**config.mk**
```make
export PLATFORM = sky130hd
export DESIGN_NAME = benes_cfg_loader_flat
export DESIGN_NICKNAME = d
export VERILOG_FILES = /design/src/rtl/benes_cfg_loader_if.sv /design/src/rtl/benes_cfg_loader.sv /design/src/flat_wrapper.sv
export SDC_FILE = /design/constraint.sdc
export NUM_CORES = 1
export LEC_CHECK = 0
export CORE_MARGIN = 5
export CORE_UTILIZATION = 45
export CTS_BUF_LIST = sky130_fd_sc_hd__clkbuf_8
export DETAILED_ROUTE_END_ITERATION = 10
export GPL_ROUTABILITY_DRIVEN = 0
export HOLD_SLACK_MARGIN = 0.08
export PLACE_DENSITY_LB_ADDON = 0.15
export SLEW_MARGIN = 20
export SYNTH_ARGS = -nofsm -noshare
export SYNTH_HDL_FRONTEND = slang
export SYNTH_SLANG_ARGS = --single-unit
```
**constraint.sdc**
```tcl
create_clock -name clk -period 2.33 [get_ports clk]
set_clock_uncertainty 0.2 [all_clocks]
set_input_delay 0.233 -clock clk [delete_from_list [all_inputs] [get_ports clk]]
set_output_delay 0.233 -clock clk [all_outputs]
set_load 0.01 [all_outputs]
```
**src/rtl/benes_cfg_loader_if.sv**
```systemverilog
// benes_cfg_loader_if: config handshake and live switch bus between source, loader and network
interface benes_cfg_loader_if #(
  parameter int N_STAGE = 7,
  parameter int N_SW    = 8
);
  logic                         cfg_valid;
  logic                         cfg_ready;
  logic [N_STAGE-1:0][N_SW-1:0] cfg_set;
  logic [N_STAGE-1:0][N_SW-1:0] switch_set;
  logic                         apply_start;
  logic                         apply_done;
  logic                         busy;
  modport master (
    output cfg_valid, cfg_set,
    input  cfg_ready, switch_set, apply_start, apply_done, busy
  );
  modport slave (
    input  cfg_valid, cfg_set,
    output cfg_ready, switch_set, apply_start, apply_done, busy
  );
endinterface

```
**src/rtl/benes_cfg_loader.sv**
```systemverilog
// benes_cfg_loader: applies a Benes switch configuration to the network as a per-stage skewed wavefront
module benes_cfg_loader #(
  parameter int N_STAGE   = 7,
  parameter int N_SW      = 8,
  parameter int STAGE_LAT = 2
) (
  input logic               clk,
  input logic               rst,
  benes_cfg_loader_if.slave bus
);
  localparam int LAST_I = (N_STAGE - 1) * STAGE_LAT;
  localparam int CW = LAST_I > 0 ? $clog2(LAST_I + 1) : 1;
  localparam logic [CW-1:0] LAST = CW'(LAST_I);
  typedef enum logic {IDLE, SKEW} state_t;
  state_t                       r_state, w_next;
  logic [CW-1:0]                r_cnt;
  logic [N_STAGE-1:0][N_SW-1:0] r_shadow, r_sw;
  logic                         r_start, r_done;
  logic                         w_accept, w_last;
  always_comb begin
    w_accept = r_state == IDLE && bus.cfg_valid;
    w_last   = r_state == SKEW && r_cnt == LAST;
    w_next   = r_state == IDLE ? ((w_accept && N_STAGE > 1) ? SKEW : IDLE)
                               : (w_last ? IDLE : SKEW);
  end
  always_ff @(posedge clk)
    r_state <= rst ? IDLE : w_next;
  always_ff @(posedge clk) begin
    if (rst) begin
      r_cnt    <= '0;
      r_shadow <= '0;
      r_sw     <= '0;
      r_start  <= 1'b0;
      r_done   <= 1'b0;
    end else begin
      r_cnt   <= w_next == SKEW ? r_cnt + CW'(1) : '0;
      r_start <= w_accept;
      r_done  <= w_last || (w_accept && N_STAGE == 1);
      if (w_accept) begin
        r_shadow <= bus.cfg_set;
        r_sw[0]  <= bus.cfg_set[0];
      end
      for (int k = 1; k < N_STAGE; k++)
        if (r_state == SKEW && r_cnt == CW'(k * STAGE_LAT))
          r_sw[k] <= r_shadow[k];
    end
  end
  assign bus.cfg_ready   = !rst && r_state == IDLE;
  assign bus.busy        = r_state == SKEW;
  assign bus.switch_set  = r_sw;
  assign bus.apply_start = r_start;
  assign bus.apply_done  = r_done;
endmodule

```
**src/flat_wrapper.sv**
```systemverilog
// flat-port wrapper written by rule: the top's interface ports become plain ports
module benes_cfg_loader_flat 
#(
  parameter int N_STAGE   = 7,
  parameter int N_SW      = 8,
  parameter int STAGE_LAT = 2
)
  (clk, rst, bus_cfg_valid, bus_cfg_set, bus_cfg_ready, bus_switch_set, bus_apply_start, bus_apply_done, bus_busy);
  benes_cfg_loader_if #(.N_STAGE(N_STAGE), .N_SW(N_SW)) bus_i ();
  input logic clk;
  input logic rst;
  input wire logic [$bits(bus_i.cfg_valid)-1:0] bus_cfg_valid;
  input wire logic [$bits(bus_i.cfg_set)-1:0] bus_cfg_set;
  output wire logic [$bits(bus_i.cfg_ready)-1:0] bus_cfg_ready;
  output wire logic [$bits(bus_i.switch_set)-1:0] bus_switch_set;
  output wire logic [$bits(bus_i.apply_start)-1:0] bus_apply_start;
  output wire logic [$bits(bus_i.apply_done)-1:0] bus_apply_done;
  output wire logic [$bits(bus_i.busy)-1:0] bus_busy;
  assign bus_i.cfg_valid = bus_cfg_valid;
  assign bus_i.cfg_set = bus_cfg_set;
  assign bus_cfg_ready = bus_i.cfg_ready;
  assign bus_switch_set = bus_i.switch_set;
  assign bus_apply_start = bus_i.apply_start;
  assign bus_apply_done = bus_i.apply_done;
  assign bus_busy = bus_i.busy;
  benes_cfg_loader #(.N_STAGE(N_STAGE), .N_SW(N_SW), .STAGE_LAT(STAGE_LAT)) u_core (.clk(clk), .rst(rst), .bus(bus_i));
endmodule
```
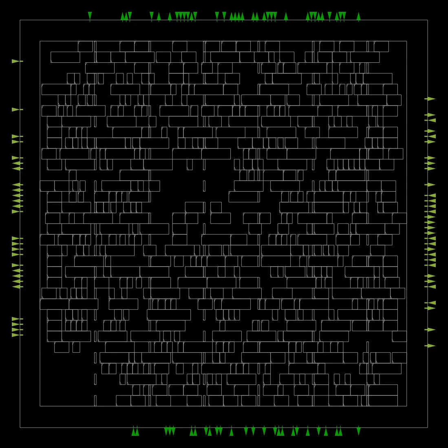
Figure 1: run 1, placed standard cells.
registers: 111
Core Area: 8590 um2
non-filler instance count after layout: 681
Seq/total area: 0.417
Rows: 34

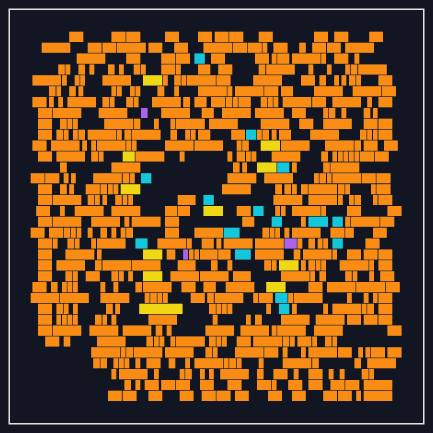
Figure 2: run 1, drive-strength map.
Drawn at 4 px/um.
legend:
  purple:
    size: x2
    cells: 3
  yellow:
    size: x6 and larger
    cells: 11
  cyan:
    size: x3 and x4
    cells: 15
  orange:
    size: x1 and smaller
    cells: 544
post-route cell area: 5330 um2
Final Worst Setup Slack: 0.151 ns
Non-clock buffers: 127

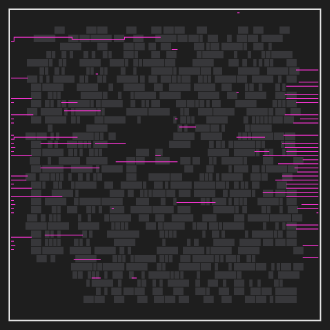
Figure 3: run 1, the metal 3 layer.
Drawn at 3 px/um. Cells faint in the background.
nets with wire on the layer: 69
wire length on this layer: 582 um
longest straight run: 20.9 um
main direction: horizontal
share of all routed wire: 6.2%
drt total wl: 9380 um
grt met3 use: 0.0362
Vias: 3368

==> run summary, run 1 <==
Run status: finished, final reports clean
Minimum clock period: 2.18 ns
Critical Path Stages: 4
P&R area growth vs syn: 36.1%
Number of enable flip-flop cells: 0
Psw: 820 uW
Clk Latency, worst-skew pair: 0.36 ns
Finished Core Util: 0.620
R2R Setup Slk: 0.43 ns
Top cell excl fill/tap: nand2_1
Delay of the slowest critical-path stage: 0.57 ns
Net switching fraction of the power: 0.238
Simple Share, Synth: 0.220
CTS buffer count: 9
Cells after Synth: 462
Yosys top cell by area: dfxtp_1
Tcrit/Tclk final: 0.935
Met1 global-route usage: 0.236
Seq cells post-synth: 111
Critical path's slowest cell: clkdlybuf4s50_1
Placed cell areas: 5120 um2
FF-to-FF Start: u_core.bus.busy
Cell count listed in synth_stat.txt: 462
Adder Share, Synth: 0.00959
Post-layout nets: 630
Clk buf depth: 2
Final count of negative-setup-slack endpoints: 0
Max-cap viol count: 0
CP arrival: 1.75 ns
CP cell instances: dlygate4sd3_1, buf_4, nor2_1, clkdlybuf4s50_1
CP endpoint: bus_cfg_ready
Hold Crit Class: in -> reg
# DRC: 0
Comb power frac: 0.090
Met2 usage: 0.285
Post-cts sizing count: 0
Int Power: 2620 uW
Slew Viols, Final: 0
Yosys top cell by instances: nand2_1
Boundary pin count: 119
CP bufs+invs: 3
Drt pass-1 iters: 4
Hold Path Origin: bus_cfg_set[0]
Top comb family, area: simple AND/OR/NAND/NOR gates
Placed wire-length estimate: 6480 um
Async SR Flop Fraction: 0
Clock slew at reported path FFs: 0.11 ns
Initial antenna violation count: 0
Global-route wire length before repair: 14900 um
Filler instances: 777
Wire length on met3: 582 um
YS chip area: 3920 um2
Seq share, synth: 0.568
Floorplan Nets: 524
Critical Path End Type: output port
Placed cell count: 664
Unique cell type count in the Yosys netlist: 25
Vias per cell: 4.95
Fmax: 459 MHz
Crit-path leading delay family: buffers and inverters
GRT overflow: 0
Root Driver: clkbuf_8
R2r endpoint: u_core.bus.switch_set[14]
Seq pwr: 1990 uW
## run 1: timing repair
item | 4_1_cts | 5_1_grt
endpoints found under the hold margin | 21 | 0
endpoints found under the setup margin | 0 | 0
hold buffers | 1 | 0
## run 1: cell type report
class / count / area (um2) / area share
Clock buffer: 9 / 124 / 0.0232
Clock inverter: 7 / 73.8 / 0.0138
Inverter: 3 / 11.3 / 0.00211
Multi-Input combinational cell: 316 / 1520 / 0.284
Sequential cell: 111 / 2220 / 0.417
Tap cell: 108 / 135 / 0.0254
Timing Repair Buffer: 127 / 1250 / 0.234
==> run 2, diff against run 1 <==
CTS_CLUSTER_DIAMETER = 80   (was default)
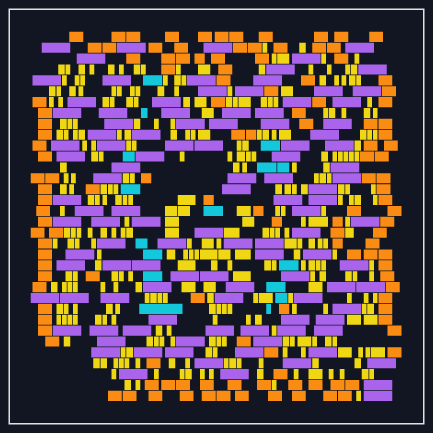
Figure 4: run 2, cells coloured by class.
Drawn at 4 px/um.
legend:
  yellow:
    class: remaining logic cells
    cells: 319
    share_of_their_area: 29%
  purple:
    class: sequential cells
    cells: 111
    share_of_their_area: 43%
  cyan:
    class: clock drivers and dummy loads
    cells: 16
    share_of_their_area: 3.8%
  orange:
    class: remaining buffers and delay cells
    cells: 127
    share_of_their_area: 24%
Finished Core Util: 0.620

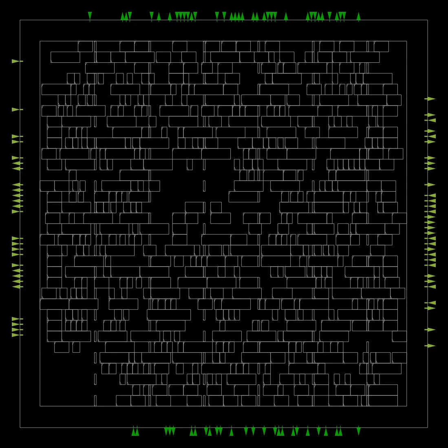
Figure 5: run 2, placed standard cells.
filler instances: 777
# Taps: 108

==> run 2 against run 1 <==
  * Combinational power about the same
  * Synthesized cell count unchanged
  * Maximum frequency unchanged
  * Critical path depth unchanged
  * Critical path type unchanged
  * Largest cell class unchanged
==> run summary, run 2 <==
Run status: finished, final reports clean
Post-layout nets: 630 (unchanged)
Yosys top cell by area: dfxtp_1
Drt pass-1 iters: 4 (unchanged)
Starting utilization of the core area: 0.456
Clock slew at reported path FFs: 0.11 ns (about the same)
Layout cells sized above 1: 0.0506
Unique cell type count in the Yosys netlist: 25 (unchanged)
Peak VDD IR: 0.281 mV
Top cell excl fill/tap: nand2_1
Crit path launch type: input port
Hold Path Origin: bus_cfg_set[0]
Grt met3 use: 0.0362 (unchanged)
Vias per cell: 4.95 (unchanged)
Cells after Synth: 462 (unchanged)
Met2 wire len: 4430 um
Met2 usage: 0.285 (unchanged)
Initial DRC count: 130
Placed cell count: 664 (unchanged)
Synth Warn #: 0
Post-cts sizing count: 0 (unchanged)
Global-route wire length before repair: 14900 um (unchanged)
Tcrit/Tclk final: 0.935 (unchanged)
Chip area: 10700 um2
Total chip power: 3440 uW
Cell Pwr Density: 645 nW/um2
GRT busiest layer: met2
GRT overflow: 0 (unchanged)
Post-DRT Antenna Nets: 0
Area leader share: 0.568
Height of the die: 103 um
Final Worst Setup Slack: 0.151 ns (unchanged)
Cts hold-fix bufs: 1 (unchanged)
CTS tree: done
Critical path's slowest cell: clkdlybuf4s50_1
Number of enable flip-flop cells: 0 (unchanged)
Initial antenna violation count: 0 (unchanged)
Rows: 34 (unchanged)
Max H-tree Level: 3
Worst hold slack: 0.205 ns
YS chip area: 3920 um2 (unchanged)
Slew of the pin with the lowest slew margin: 0.574 ns
Largest net degree at the start of global routing: 51
R2R depth: 3
Most used flip-flop cell: dfxtp_1
Routed length per instance: 13.8 um
Delay of the slowest critical-path stage: 0.57 ns (about the same)
Seq share, synth: 0.568 (unchanged)
# Post-CTS Setup Buffers: 0
Hold Crit Class: in -> reg
Clk buf depth: 2 (unchanged)
FF-to-FF Start: u_core.bus.busy
R2r endpoint: u_core.bus.switch_set[14]
Hold Fails Final Rpt: 0
P&R area growth vs syn: 36.1% (unchanged)
Placed cell areas: 5120 um2 (unchanged)
Hold Path Cell Cnt: 3
Slew Viols, Final: 0 (unchanged)
Met1 global-route usage: 0.236 (unchanged)
Leakage: 0.00191 uW
Fmax: 459 MHz (unchanged)
Seq cells post-synth: 111 (unchanged)
Place WS: 0.465 ns
Final setup TNS: 0 ns
Most frequent cells after synthesis: 176 x nand2_1, 111 x dfxtp_1, 88 x a21oi_1
Critical Path End Type: output port
Setup Crit Path Kind: in -> out
R2R Setup Slk: 0.43 ns (about the same)
Vias in the first global route: 3185
Async SR Flop Fraction: 0 (unchanged)
Global-route usage over all layers: 0.177
Drt total wl: 9380 um (unchanged)
Slew HR: 0.616
Core Area: 8590 um2 (unchanged)
Crit-path max FO: 28
Root Driver: clkbuf_8
Critical Path Stages: 4 (unchanged)
Placed wire-length estimate: 6480 um (unchanged)
Critical path launch point: rst
Minimum clock period: 2.18 ns (unchanged)
CP cell instances: dlygate4sd3_1, buf_4, nor2_1, clkdlybuf4s50_1
Vias: 3368 (unchanged)
Highest metal used: met4
Die Wd: 103 um
# DRC: 0 (unchanged)
Hold EP: u_core.bus.switch_set[0]
Clk Latency, worst-skew pair: 0.36 ns (about the same)
CP bufs+invs: 3 (unchanged)
Max-cap viol count: 0 (unchanged)
Port Buffers: 118
Wire length on met3: 582 um (unchanged)
Non-filler instance count after layout: 681 (unchanged)
Metal-1 WL: 4210 um
Crit-path leading delay family: buffers and inverters
Sink Count: 111
RSZ-0062 raised after global routing: no
Tool warnings: 28
CP endpoint: bus_cfg_ready
Final count of negative-setup-slack endpoints: 0 (unchanged)
Crit path DRT: 1.90 ns
Floorplan Nets: 524 (unchanged)
Post-route cell area: 5330 um2 (unchanged)
CTS buffer count: 9 (unchanged)
ANT cells: 0
CP arrival: 1.75 ns (about the same)
Largest register FFs: 56
Top area cell types: dfxtp_1 57%, nand2_1 17%, a21oi_1 11%
Syn Area/Cell: 8.47 um2
Cell count listed in synth_stat.txt: 462 (unchanged)
Post-synthesis cell area: 3920 um2
Yosys top cell by instances: nand2_1
Dominant logic cell types in the final layout: 176 x nand2_1, 117 x clkdlybuf4s50_1, 111 x dfxtp_1
Boundary pin count: 119 (unchanged)
run 2: cell type report:
cell class	count	area (um2)	share of cell area
Sequential cell	111	2220	0.417
Inverter	3	11.3	0.00211
Clock inverter	7	73.8	0.0138
Multi-Input combinational cell	316	1520	0.284
Timing Repair Buffer	127	1250	0.234
Clock buffer	9	124	0.0232
Tap cell	108	135	0.0254
run 2: cell families after synthesis:
kind of cell             synth area share
AND-OR/OR-AND                       0.130
XOR/XNOR                          0.00448
adder cells (fa/ha/maj)           0.00959
buffers and inverters              0.0479
flip-flops                          0.568
multiplexers                       0.0205
AND/OR/NAND/NOR                     0.220
run 2: power breakdown:
group | leakage [uW] | switching (uW) | total, uW | internal [uW]
Sequential | 0.000903 | 35.1 | 1990 | 1960
Combinational | 0.000906 | 147 | 308 | 161
Clock | 0.000105 | 638 | 1140 | 502
==> run 3, diff against run 2 <==
TNS_END_PERCENT = 30   (was default)
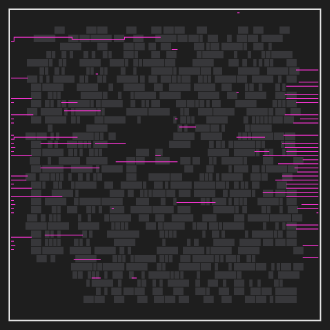
Figure 6: run 3, the metal 3 layer.
Drawn at 3 px/um. Cells faint in the background.
nets with wire on the layer: 69
main direction: horizontal
share of all routed wire: 6.2%

==> run 3 against run 2 <==
  * Critical path depth is the same
  * Register-to-register slack is essentially flat
  * Wire length is the same
  * Critical endpoint unchanged
  * Clock power is essentially flat
  * Synthesized cell count is the same
  * Maximum frequency is the same
  * Die size is the same
  * Utilization is the same
  * Sequential share of layout area is the same
  * Power is the same
  * Largest cell class unchanged
==> run summary, run 3 <==
Cells after Synth: 462 (unchanged)
Flop area: 2220 um2 (unchanged)
Async SR Flop Fraction: 0 (unchanged)
Non-clock buffers: 127 (unchanged)
Run status: finished, final reports clean
Cell count listed in synth_stat.txt: 462 (unchanged)
Max H-tree Level: 3 (unchanged)
Floorplan Nets: 524 (unchanged)
Boundary pin count: 119 (unchanged)
Yosys top cell by area: dfxtp_1
Top area cell types: dfxtp_1 57%, nand2_1 17%, a21oi_1 11%
Layout cells sized above 1: 0.0506 (unchanged)
Placed wire-length estimate: 6480 um (unchanged)
Clock buffer cells: 9 (unchanged)
Crit path launch type: input port
Global-route usage over all layers: 0.177 (unchanged)
Combinational share of cell area: 0.284 (unchanged)
Vias in the first global route: 3185 (unchanged)
Initial DRC count: 130 (unchanged)
RSZ-0062 raised after global routing: no
Placed cell areas: 5120 um2 (unchanged)
Post-route cell area: 5330 um2 (unchanged)
Chip area: 10700 um2 (unchanged)
GRT busiest layer: met2
Placed cell count: 664 (unchanged)
Dominant logic cell types in the final layout: 176 x nand2_1, 117 x clkdlybuf4s50_1, 111 x dfxtp_1
Vias per cell: 4.95 (unchanged)
Post-synthesis cell area: 3920 um2 (unchanged)
Initial antenna violation count: 0 (unchanged)
Finished Core Util: 0.620 (unchanged)
Seq cells post-synth: 111 (unchanged)
CP bufs+invs: 3 (unchanged)
CP cell instances: dlygate4sd3_1, buf_4, nor2_1, clkdlybuf4s50_1
Max-cap viol count: 0 (unchanged)
Root Driver: clkbuf_8
Final count of negative-setup-slack endpoints: 0 (unchanged)
Critical path launch point: rst
Filler instances: 777 (unchanged)
Worst hold slack: 0.205 ns (unchanged)
Critical path's slowest cell: clkdlybuf4s50_1
Port Buffers: 118 (unchanged)
Metal-1 WL: 4210 um (unchanged)
Hold Fails Final Rpt: 0 (unchanged)
# DRC: 0 (unchanged)
Crit path DRT: 1.90 ns (about the same)
Met1 global-route usage: 0.236 (unchanged)
Seq/total area: 0.417 (unchanged)
Crit-path max FO: 28 (unchanged)
Number of enable flip-flop cells: 0 (unchanged)
Met2 wire len: 4430 um (unchanged)
Place WS: 0.465 ns (unchanged)
Unique cell type count in the Yosys netlist: 25 (unchanged)
Highest metal used: met4
YS chip area: 3920 um2 (unchanged)
Cell Pwr Density: 645 nW/um2 (unchanged)
Drt total wl: 9380 um (unchanged)
Area leader share: 0.568 (unchanged)
Slew Viols, Final: 0 (unchanged)
Tcrit/Tclk final: 0.935 (unchanged)
# Post-CTS Setup Buffers: 0 (unchanged)
Setup Crit Path Kind: in -> out
Clk Latency, worst-skew pair: 0.36 ns (about the same)
Vias: 3368 (unchanged)
Non-clock buffering overhead: 0.234 (unchanged)
Fmax: 459 MHz (unchanged)
Clock-cell share: 0.0371 (unchanged)
Die Wd: 103 um (unchanged)
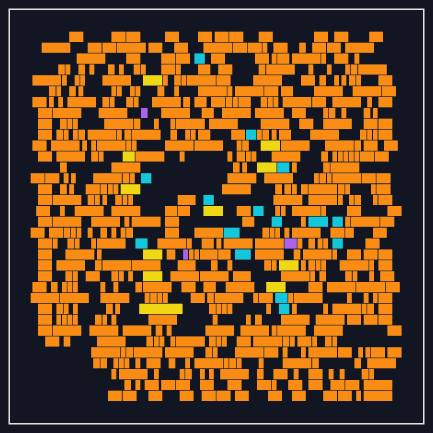
Figure 7: run 3, drive-strength map.
Drawn at 4 px/um.
legend:
  cyan:
    size: x3 and x4
    cells: 15
  orange:
    size: x1 and smaller
    cells: 544
  yellow:
    size: x6 and larger
    cells: 11
  purple:
    size: x2
    cells: 3
P&R area growth vs syn: 36.1%

-- run 3: report_power, final --
part	switching, uW	total, uW	internal [uW]
logic	147	308	161
clock network	638	1140	502
registers	35.1	1990	1960
total	820	3440	2620
-- run 3: cells by family after synthesis --
logic type | count (synthesis) | synth area share
simple gates | 207 | 0.220
compound gates | 96 | 0.130
mux | 8 | 0.0205
fa+ha+maj | 3 | 0.00959
xor+xnor | 2 | 0.00448
flops | 111 | 0.568
buf+inv | 35 | 0.0479
-- run 3: path summary, 6_finish.rpt --
kind / to / depth (start not counted)
setup / recovery: bus_cfg_ready / 4
hold / removal: u_core.bus.switch_set[0] / 3
setup reg to reg: u_core.bus.switch_set[14] / 3
hold reg to reg: u_core.bus.switch_set[21] / 2
No activity file was given, so power comes from the tool's default toggle rates.
